### Pin placement

(2 px per um) Pins as bars across the die edge, other pins in gray.
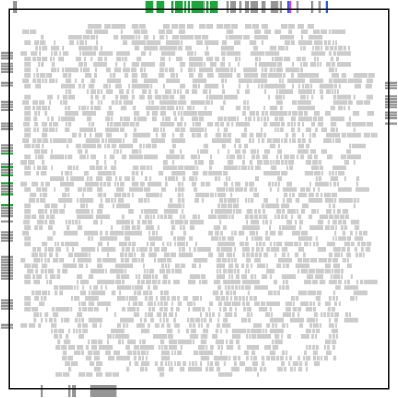
### Logic cells by family

(2 px per um)
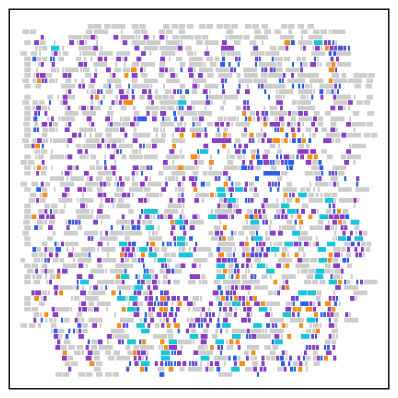
### Wiring by layer

(1.5 px per um) Only two layers are drawn.
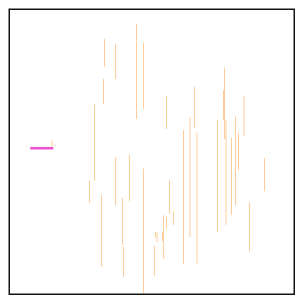
### Clock wiring as the flow saved it

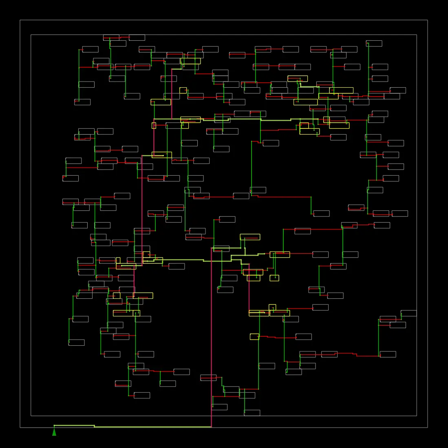
### Met4 routing

(2 px per um)
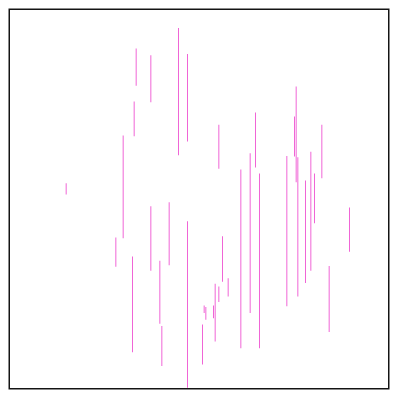
===== src/rtl/mdu_pkg.sv =====
// mdu_pkg: shared definitions for the iterative multiply/divide unit.
//   - op encodings (MDU_MULT, MDU_MULTU, MDU_DIV, MDU_DIVU)
//   - FSM state type (IDLE, BUSY, DONE)
//   - helpers to classify an op as signed and/or divide
package mdu_pkg;

    localparam logic [1:0] MDU_MULT  = 2'b00;
    localparam logic [1:0] MDU_MULTU = 2'b01;
    localparam logic [1:0] MDU_DIV   = 2'b10;
    localparam logic [1:0] MDU_DIVU  = 2'b11;

    typedef enum logic [1:0] {
        IDLE = 2'b00,
        BUSY = 2'b01,
        DONE = 2'b10
    } state_t;

    function automatic logic is_signed(input logic [1:0] op);
        return (op == MDU_MULT) || (op == MDU_DIV);
    endfunction

    function automatic logic is_div(input logic [1:0] op);
        return (op == MDU_DIV) || (op == MDU_DIVU);
    endfunction

endpackage


===== src/rtl/mdu_iter_if.sv =====
// mdu_iter_if: request/result bundle between the EX stage and mdu_iter.
//   master (requester): drives start, op, opr1, opr2, cancel
//   slave  (mdu_iter) : drives busy, valid, hi, lo and the debug state
//
// Handshake: the requester raises start with op/opr1/opr2 stable and holds
// it until it sees busy=0; the unit accepts start only when not busy
// (IDLE or DONE) and when cancel is low. Starts seen while busy are dropped,
// not queued. valid is a one-cycle pulse in the cycle after the last
// iteration; hi/lo then hold that result until the next completion.
// cancel aborts an in-flight operation without touching hi/lo.
interface mdu_iter_if #(
    parameter int WIDTH = 32
);
    import mdu_pkg::*;

    logic             start;
    logic [1:0]       op;
    logic [WIDTH-1:0] opr1;
    logic [WIDTH-1:0] opr2;
    logic             cancel;
    logic             busy;
    logic             valid;
    logic [WIDTH-1:0] hi;
    logic [WIDTH-1:0] lo;
    state_t           state;   // debug view of the control FSM

    modport master (
        output start, op, opr1, opr2, cancel,
        input  busy, valid, hi, lo, state
    );

    modport slave (
        input  start, op, opr1, opr2, cancel,
        output busy, valid, hi, lo, state
    );

endinterface


===== src/rtl/mdu_step.sv =====
// mdu_step: one combinational iteration of the multiply/divide datapath.
//   mode     : 0 = multiply (radix-2 shift-add), 1 = divide (restoring)
//   acc      : running upper half (partial product / partial remainder)
//   sr       : operand shift register (multiplier bits / dividend -> quotient)
//   opr2_abs : magnitude of multiplier or divisor
//   acc_next, sr_next : values after this iteration
module mdu_step #(
    parameter int WIDTH = 32
) (
    input  logic             mode,
    input  logic [WIDTH-1:0] acc,
    input  logic [WIDTH-1:0] sr,
    input  logic [WIDTH-1:0] opr2_abs,
    output logic [WIDTH-1:0] acc_next,
    output logic [WIDTH-1:0] sr_next
);

    logic [WIDTH:0]   sum;
    logic [WIDTH:0]   shifted;
    logic [WIDTH-1:0] diff;
    logic             fits;

    always_comb begin
        // Multiply: add the multiplicand when the current multiplier bit is
        // set, then shift {carry, acc, sr} right by one. After WIDTH steps
        // {acc, sr} holds the full product.
        sum = {1'b0, acc} + (sr[0] ? {1'b0, opr2_abs} : {(WIDTH+1){1'b0}});

        // Divide: bring the next dividend bit into the remainder and try the
        // subtraction. Remainder stays below the divisor, so the difference
        // fits in WIDTH bits whenever the subtraction is taken.
        shifted = {acc, sr[WIDTH-1]};
        fits    = (shifted >= {1'b0, opr2_abs});
        diff    = shifted[WIDTH-1:0] - opr2_abs;

        acc_next = sum[WIDTH:1];
        sr_next  = {sum[0], sr[WIDTH-1:1]};
        if (mode) begin
            acc_next = fits ? diff : shifted[WIDTH-1:0];
            sr_next  = {sr[WIDTH-2:0], fits};
        end
    end

endmodule


===== src/rtl/mdu_iter.sv =====
// mdu_iter: iterative signed/unsigned multiply and divide, one bit per cycle.
//   clk, rst : clock, synchronous active-high reset
//   bus      : mdu_iter_if slave port (start/op/opr1/opr2/cancel in,
//              busy/valid/hi/lo/state out)
// Multiply: {hi,lo} = opr1 * opr2. Divide: lo = quotient, hi = remainder,
// truncating toward zero. Divide by zero gives lo = all ones, hi = opr1.
// Latency: accept in cycle T, valid in cycle T+WIDTH+1.
module mdu_iter #(
    parameter int WIDTH = 32
) (
    input logic       clk,
    input logic       rst,
    mdu_iter_if.slave bus
);
    import mdu_pkg::*;

    localparam int CNTW = $clog2(WIDTH) + 1;

    state_t           state;
    state_t           state_next;
    logic [CNTW-1:0]  cnt;
    logic             is_div_q;
    logic             neg_q;       // sign1 ^ sign2: negate product / quotient
    logic             rem_neg_q;   // sign1 on a signed divide: negate remainder
    logic             div_zero_q;
    logic [WIDTH-1:0] b_q;
    logic [WIDTH-1:0] acc_q;
    logic [WIDTH-1:0] sr_q;
    logic [WIDTH-1:0] hi_q;
    logic [WIDTH-1:0] lo_q;

    logic             accept;
    logic             last;
    logic             sign1;
    logic             sign2;
    logic [WIDTH-1:0] a_abs;
    logic [WIDTH-1:0] b_abs;
    logic [WIDTH-1:0] acc_next;
    logic [WIDTH-1:0] sr_next;
    logic [2*WIDTH-1:0] prod;
    logic [WIDTH-1:0] hi_fix;
    logic [WIDTH-1:0] lo_fix;

    mdu_step #(.WIDTH(WIDTH)) u_step (
        .mode     (is_div_q),
        .acc      (acc_q),
        .sr       (sr_q),
        .opr2_abs (b_q),
        .acc_next (acc_next),
        .sr_next  (sr_next)
    );

    // Operand magnitudes; only signed ops look at the sign bits.
    assign sign1 = is_signed(bus.op) & bus.opr1[WIDTH-1];
    assign sign2 = is_signed(bus.op) & bus.opr2[WIDTH-1];
    assign a_abs = sign1 ? (~bus.opr1 + 1'b1) : bus.opr1;
    assign b_abs = sign2 ? (~bus.opr2 + 1'b1) : bus.opr2;

    assign accept = (state != BUSY) && bus.start && !bus.cancel;
    assign last   = (cnt == CNTW'(WIDTH - 1));

    // Next-state logic.
    always_comb begin
        state_next = state;
        case (state)
            IDLE: if (accept) state_next = BUSY;
            BUSY: begin
                if (bus.cancel)  state_next = IDLE;
                else if (last)   state_next = DONE;
            end
            DONE: state_next = accept ? BUSY : IDLE;
            default: state_next = IDLE;
        endcase
    end

    // Sign fix-up applied to the final iteration's output. A zero divisor
    // leaves the remainder equal to |opr1|, so restoring the dividend's sign
    // gives back opr1 exactly; only the quotient needs forcing.
    always_comb begin
        prod = {acc_next, sr_next};
        if (neg_q) prod = ~prod + 1'b1;
        hi_fix = prod[2*WIDTH-1:WIDTH];
        lo_fix = prod[WIDTH-1:0];
        if (is_div_q) begin
            hi_fix = rem_neg_q ? (~acc_next + 1'b1) : acc_next;
            lo_fix = div_zero_q ? {WIDTH{1'b1}}
                                : (neg_q ? (~sr_next + 1'b1) : sr_next);
        end
    end

    always_ff @(posedge clk) begin
        if (rst) begin
            state      <= IDLE;
            cnt        <= '0;
            is_div_q   <= 1'b0;
            neg_q      <= 1'b0;
            rem_neg_q  <= 1'b0;
            div_zero_q <= 1'b0;
            b_q        <= '0;
            acc_q      <= '0;
            sr_q       <= '0;
            hi_q       <= '0;
            lo_q       <= '0;
        end else begin
            state <= state_next;
            if (accept) begin
                cnt        <= '0;
                is_div_q   <= is_div(bus.op);
                neg_q      <= sign1 ^ sign2;
                rem_neg_q  <= sign1 & is_div(bus.op);
                div_zero_q <= (bus.opr2 == '0);
                b_q        <= b_abs;
                acc_q      <= '0;
                sr_q       <= a_abs;
            end else if (state == BUSY) begin
                if (bus.cancel) begin
                    cnt <= '0;
                end else begin
                    acc_q <= acc_next;
                    sr_q  <= sr_next;
                    cnt   <= last ? '0 : cnt + 1'b1;
                    if (last) begin
                        hi_q <= hi_fix;
                        lo_q <= lo_fix;
                    end
                end
            end
        end
    end

    assign bus.busy  = (state == BUSY);
    assign bus.valid = (state == DONE);
    assign bus.hi    = hi_q;
    assign bus.lo    = lo_q;
    assign bus.state = state;

endmodule


===== src/flat_wrapper.sv =====
// flat-port wrapper written by rule: the top's interface ports become plain ports
module mdu_iter_flat import mdu_pkg::*;
#(
    parameter int WIDTH = 32
)
  (clk, rst, bus_start, bus_op, bus_opr1, bus_opr2, bus_cancel, bus_busy, bus_valid, bus_hi, bus_lo, bus_state);
  mdu_iter_if #(.WIDTH(WIDTH)) bus_i ();
  input logic clk;
  input logic rst;
  input wire logic [$bits(bus_i.start)-1:0] bus_start;
  input wire logic [$bits(bus_i.op)-1:0] bus_op;
  input wire logic [$bits(bus_i.opr1)-1:0] bus_opr1;
  input wire logic [$bits(bus_i.opr2)-1:0] bus_opr2;
  input wire logic [$bits(bus_i.cancel)-1:0] bus_cancel;
  output wire logic [$bits(bus_i.busy)-1:0] bus_busy;
  output wire logic [$bits(bus_i.valid)-1:0] bus_valid;
  output wire logic [$bits(bus_i.hi)-1:0] bus_hi;
  output wire logic [$bits(bus_i.lo)-1:0] bus_lo;
  output wire logic [$bits(bus_i.state)-1:0] bus_state;
  assign bus_i.start = bus_start;
  assign bus_i.op = bus_op;
  assign bus_i.opr1 = bus_opr1;
  assign bus_i.opr2 = bus_opr2;
  assign bus_i.cancel = bus_cancel;
  assign bus_busy = bus_i.busy;
  assign bus_valid = bus_i.valid;
  assign bus_hi = bus_i.hi;
  assign bus_lo = bus_i.lo;
  assign bus_state = bus_i.state;
  mdu_iter #(.WIDTH(WIDTH)) u_core (.clk(clk), .rst(rst), .bus(bus_i));
endmodule

===== config.mk =====
export PLATFORM = sky130hd
export DESIGN_NAME = mdu_iter_flat
export DESIGN_NICKNAME = d
export VERILOG_FILES = /design/src/rtl/mdu_pkg.sv /design/src/rtl/mdu_iter_if.sv /design/src/rtl/mdu_step.sv /design/src/rtl/mdu_iter.sv /design/src/flat_wrapper.sv
export SDC_FILE = /design/constraint.sdc
export NUM_CORES = 1
export LEC_CHECK = 0
export CAP_MARGIN = 15
export CORE_MARGIN = 5
export CORE_UTILIZATION = 45
export CTS_CLUSTER_SIZE = 25
export DETAILED_ROUTE_END_ITERATION = 10
export GPL_ROUTABILITY_DRIVEN = 0
export HOLD_SLACK_MARGIN = 0.03
export PLACE_DENSITY_LB_ADDON = 0.05
export SLEW_MARGIN = 0
export SYNTH_ARGS = -nofsm -noshare
export SYNTH_HDL_FRONTEND = slang
export SYNTH_SLANG_ARGS = --single-unit
export TNS_END_PERCENT = 100

===== constraint.sdc =====
create_clock -name clk -period 9.5 [get_ports clk]
set_input_delay 1.9 -clock clk [delete_from_list [all_inputs] [get_ports clk]]
set_output_delay 1.9 -clock clk [all_outputs]
set_load 0.02 [all_outputs]

==> out/results.ini <==
[setup_path]
cp.required_ns = 9.80
critical_path_class = reg2reg
r2r-end = u_core.bus.hi[26]$_SDFFE_PP0P_
cp-end-kind = flip-flop
worstPathMaxFanout = 17
rr_worst_depth = 21
critPathTopFamily = AND-OR/OR-AND gates
worstSetupStartpoint = u_core.b_q[8]$_SDFFE_PP0P_
r2r-start = u_core.b_q[8]$_SDFFE_PP0P_
path_cells = inv_1 > ha_1 > a21oi_1 > o21ai_1 > a221o_1 > o2111ai_2 > a31oi_1 > inv_1 > ha_1 > o211a_1 > o211ai_2 > or4b_4 > nand2b_4 > o41ai_4 > a21oi_2 > nor2_1 > nand2_1 > or4_1 > o21ai_2 > xnor2_1 > a211oi_2
path_buffers = 2
cp-start-kind = flip-flop
cpMaxStageDelayCell = o2111ai_2
r2r_setup_slack_ns = 3.34
critical_path_depth = 21
critical_path_arrival_ns = 6.46
max_stage_delay_ns = 0.78
cp-endpoint = u_core.bus.hi[26]$_SDFFE_PP0P_

[clock_tree]
cts_tree = yes
insertion_delay_ns = 0.45
clkTransAtPathRegs_ns = 0.07
ctsResizeCount = 0
cts_root_buf = clkbuf_16
h-tree-depth = 4
cts_hold_buf = 0
clk_path_buf_depth = 2
postCtsSetupRepairBufs = 0

[floorplan]
core-area_sq_um = 31600
io-pin-count = 138
die_area_sq_um = 35700
rows = 65
initCoreUtil = 0.456

[timing]
worst_pin_slew_ns = 1.13
drv_slew = 0
fin_ws_ns = 3.34
period_used_share = 0.648
final_hold_viol_count = 0
finalSetupViolCount = 0
rsz0062_at_grt = false
relSlewSlack = 0.239
fin_crit_ns = 6.16
fmaxAchievable_mhz = 162
skew_ns = 0.0142
fin_hold_ws_ns = 0.462

[global_route]
grt_pass1_wl_um = 79400
busiest_layer = met2
use_met2 = 0.425
antenna_found_initial = 2
grt_pass1_vias = 13800
grtUsageMet3 = 0.0487
overflow = 0
gr-usage-met1 = 0.407
track_usage = 0.279
grt_max_degree = 84

[detailed_routing]
drtPass1Iterations = 7
wl_met2_um = 22400
detail-route-antenna-nets = 0
wl_met1_um = 24000
met3_length_um = 4170
drc = 0
highest_layer = met5
drt_iter0_drc = 1495
via_per_inst = 6.09

[run]
cap_violations = 0
warnings = 26

[logic_synthesis]
numSynthFlops = 172
synth.cellmix.compoundShare = 0.275
ys_sh_xor = 0.0953
synth_warnings = 0
synth.avg_cell_area_sq_um = 7.31
synth-edff-count = 0
synth_top_area_share = 0.239
fp_nets = 2115
synthArstFlopShare = 0
synthTopCellsByCount = nor2_1 (260), nand2_1 (199), a21oi_1 (193)
synth_top_flop_cell = dfxtp_1
synth_adder_area_share = 0.0626
top_logic_kind = AND-OR/OR-AND gates
area_leaders = dfxtp_1 (24%), nor2_1 (6.8%), a21oi_1 (6.7%)
ys_chip_area_sq_um = 14400
ys_sh_mux = 0.0323
syn_area_sq_um = 14400
synth.distinct_cells = 99
most_common_cell = nor2_1
synth_top_cell_by_area = dfxtp_1
simple_gate_area_frac = 0.246
ys_cells = 1974
syn_inst = 1974
synth_seq_share = 0.239

[finish]
layout-drive-gt1-share = 0.0578
most-common-layout-cells = nor2_1 (258), nand2_1 (199), a21oi_1 (192)
combGateArea_sq_um = 10300
nNetsFinal = 2186
area_delta_synth_final_pct = 15.6
register_area_sq_um = 3450
antenna-diode-count = 0
fin_area_sq_um = 16700
nFillCells = 3136

[placed_design]
placedCellCount = 2427
dpl-instance-area_sq_um = 16100
dpl.hpwl_um = 39200
pre_cts_ws_ns = 3.56

[worst_hold_path]
hold_class = reg2reg
worstHoldPathCells = 2
min_to = u_core.bus.hi[17]$_SDFFE_PP0P_
hp-start = u_core.bus.hi[17]$_SDFFE_PP0P_

[power_and_ir_drop]
total_power_mw = 2.09
cellLeakagePower_nw = 6.25
power_density_nw_per_um2 = 125
ir_drop_mv = 0.107

[outcome]
status = completed

Back to the opening pictures, 'Pin placement':
color	port	pins	direction	edge
blue	`bus_state`	2	output	top
green	`bus_lo`	32	output	26 top, 6 left
magenta	`bus_valid`	1	output	top
Die Ht: 189 um
die width: 189 um
Port Buffers: 137

Back to the opening pictures, 'Logic cells by family':
color	family	cells
blue	NAND gates	280
cyan	adder and majority cells	71
orange	AND and OR gates	109
purple	inverting AOI/OAI gates	535
highest-count logic cell in the final layout: nor2_1
Comb area share: 0.618
Post-Layout Cell Count: 2,460

Back to the opening pictures, 'Wiring by layer':
color	layer	wire length
magenta	met5	13.8 um
orange	met4	1,320 um
post-detailed-route wirelength per cell: 21.1 um
final WL: 52,000 um

Back to the opening pictures, 'Clock wiring as the flow saved it':
CTS Sinks: 172
cts bufs inserted: 17

Back to the opening pictures, 'Met4 routing':
main direction	vertical
longest straight run	89.1 um
nets with wire on the layer	32
detailed-route via count: 15,000

## where the power goes
| part | switching (mW) | total (mW) | internal, mW |
|---|---|---|---|
| Combinational | 0.370 | 0.580 | 0.210 |
| Sequential | 0.0232 | 0.761 | 0.738 |
| Clock | 0.348 | 0.746 | 0.399 |
| Total | 0.741 | 2.09 | 1.35 |
## cell type report
cell class | count | share of cell area
clock inverter | 15 | 0.0108
inverter | 73 | 0.0164
tap | 402 | 0.0302
clock buffer | 17 | 0.0255
multi-input combinational | 1621 | 0.618
sequential | 172 | 0.207
timing repair buffer | 160 | 0.0925
## cell families after synthesis
family / count (synthesis)
simple gates: 742
compound gates: 606
buf+inv: 181
flops: 172
xor+xnor: 157
fa+ha+maj: 71
mux: 45
No activity file was given, so power comes from the tool's default toggle rates.
